floorplan.png
The bar under the picture is 100 um long. Pins as bars on the die edge.
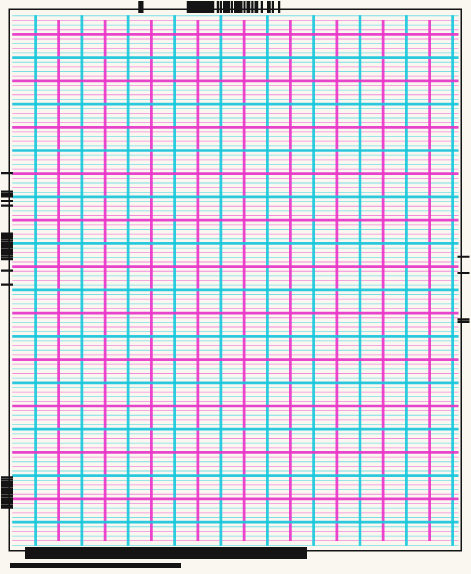
layers.png
The bar under the picture is 100 um long. Two of the layers only.
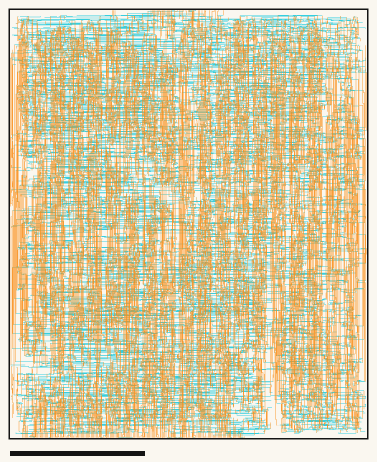
==> config.mk <==
export PLATFORM = sky130hd
export DESIGN_NAME = exec_stage_md
export DESIGN_NICKNAME = d
export VERILOG_FILES = /design/src/rtl/exec_stage_md.sv
export SDC_FILE = /design/constraint.sdc
export NUM_CORES = 2
export LEC_CHECK = 0
export ABC_AREA = 1
export CORE_ASPECT_RATIO = 1.2
export CORE_UTILIZATION = 40
export DETAILED_ROUTE_END_ITERATION = 12
export PLACE_DENSITY = 0.6
export SYNTH_ARGS = -nofsm -noshare
export SYNTH_HDL_FRONTEND = slang
export SYNTH_SLANG_ARGS = --single-unit
==> constraint.sdc <==
create_clock -name clk -period 10.2 [get_ports clk]
set_clock_uncertainty 0.1 [all_clocks]
set_input_delay 1.53 -clock clk [delete_from_list [all_inputs] [get_ports clk]]
set_output_delay 1.53 -clock clk [all_outputs]
set_load 0.01 [all_outputs]
==> flow_summary.toml <==
# yosys + openroad results
[setup_path]
critPathMaxFanout = 61
crit_cells = 22
crit_path_kind = "in -> reg"
start_kind = "input pin"
crit_path_end_kind = "flop"
worst_ep_arrival_time_ps = 7400
delay_of_the_slowest_cell_on_the_worst_path_ps = 640
critical_path.slowest_cell = "sky130_fd_sc_hd__o21ai_0"
worst_path_most_repeated_cell = "sky130_fd_sc_hd__nand2_1"
cp.buffers_inverters = 5
worst-endpoint-required_ps = 10660

[routing]
post-route-drc-count = 0
dr.pass1.iters = 7
wl_per_cell_um = 28.8
route.antenna.remaining_nets = 0
viasPerCell = 6.17
dr.first_iter.drc_count = 5728

[finish]
area.growth.synth_to_final_pct = 12.7
non_clock_buffer_count = 339
finish.cell_count_without_fillers = 7039
flops = 248
sequential_share_of_cell_area_pct = 13.4
nets = 6336
final-clk-cell-share_pct = 2.61
post-route-util_pct = 45.8
drive_gt1_share_pct = 5.44
multi_input_comb_cells = 4694
largest_register_ffs = 64
area.sequential_mm2 = 0.00497

[global_route]
wire_length_of_the_first_global_routing_pass_um = 285000
grt_antenna_before_repair = 11
first_global_vias = 40400
global_route.overflow_total = 0

[timing]
tns_ps = 0
report.final.slew_viol_count = 1
setup_violations = 0
post-route-worst-setup-slack_ps = 3270
setup_repair_after_global_routing_missed_its_margin = "no"
tightest_slew_ps = 1590

[place]
placed_cells_incl_taps = 6979
detailedPlacementHpwl_um = 159000
port_buffers = 259
gpl.final_weighted_congestion = 1.12

[outcome]
violations = "slew limit"
status = "finished with violations"

[yosys]
ff_type = "sky130_fd_sc_hd__dfxtp_1"
post_synth_instance_area_mm2 = 0.0329
synth.most_common_cell = "sky130_fd_sc_hd__nand2_1"
top_cells_by_area = "sky130_fd_sc_hd__nand2_1 (17%), sky130_fd_sc_hd__dfxtp_1 (15%), sky130_fd_sc_hd__nand3_1 (12%)"
ys_chip_area_mm2 = 0.0329
ys_seq_share_pct = 15.1
synth_stat.cells = 5882
synth.lib_cells_used.distinct = 62
synthDominantCellAreaShare_pct = 17.4
synth_flops = 248
synthTopCellsByCount = "sky130_fd_sc_hd__nand2_1 (1524), sky130_fd_sc_hd__nand3_1 (765), sky130_fd_sc_hd__inv_1 (613)"

[power_and_ir_drop]
power.net_switching_mw = 2.44
powerSeq_mw = 1.05
power_density_mw_per_mm2 = 127
p_comb_share_pct = 53.8
p_total_mw = 4.69
pwr.group.clock_mw = 1.12
share_of_total_power_in_the_clock_network_pct = 23.9
p_leak_nw = 17.5

[flow_run]
log_warnings = 98

[clock_network]
ctsResizeCount = 0
cts.path.max_buffers = 3
number_of_buffers_inserted_to_repair_setup_after_cts = 0
cts_max_level = 1
clk_pin_slew_ps = 60
ctsRootBufferMaster = "sky130_fd_sc_hd__clkbuf_16"
clk_latency_ps = 640
clock_tree_from_tritoncts = "yes"
clock_sink_count = 248

[hold_path]
min-delay-path-class = "reg -> reg"

[die]
initial_core_util_pct = 40.6
chipArea_mm2 = 0.0834
io-pin-count = 260
## Picture notes: floorplan.png
[magenta] VDD
[cyan] VSS
signal pins: 260
met4 straps: 19
met5 straps: 22
met1 rails: 115
peak supply drop: 0.105 mV
Std-Cell Core Area: 0.0810 mm^2
die y size: 316 um
x dimension of the die: 264 um

## Picture notes: layers.png
[orange] M2 | wire length: 91.0 mm
[cyan] M1 | wire length: 70.5 mm
number of vias after detailed routing: 43400
wire length after detailed routing: 203000 um

==> kinds of logic (layout without fill, tap and decap cells) <==
group                    count (synthesis)  count (layout)  synth area share [%]
adder cells (fa/ha/maj)                181             181                  6.97
buffers and inverters                  940            1048                  11.6
AND-OR/OR-AND                         1258            1258                  22.1
AND/OR/NAND/NOR                       3135            3135                  41.0
flip-flops                             248             248                  15.1
XOR/XNOR                               120             120                  3.19
other                                    0               5                     0
==> per-layer routing <==
layer / GRT usage, % / vias to the layer above / part of all wire, %
li1: - / 19700 / -
met1: 51.3 / 20100 / 35
met2: 76.6 / 2803 / 45
met3: 10.2 / 861 / 9.8
met4: 42.1 / 14 / 11
met5: 0 / - / 0.046
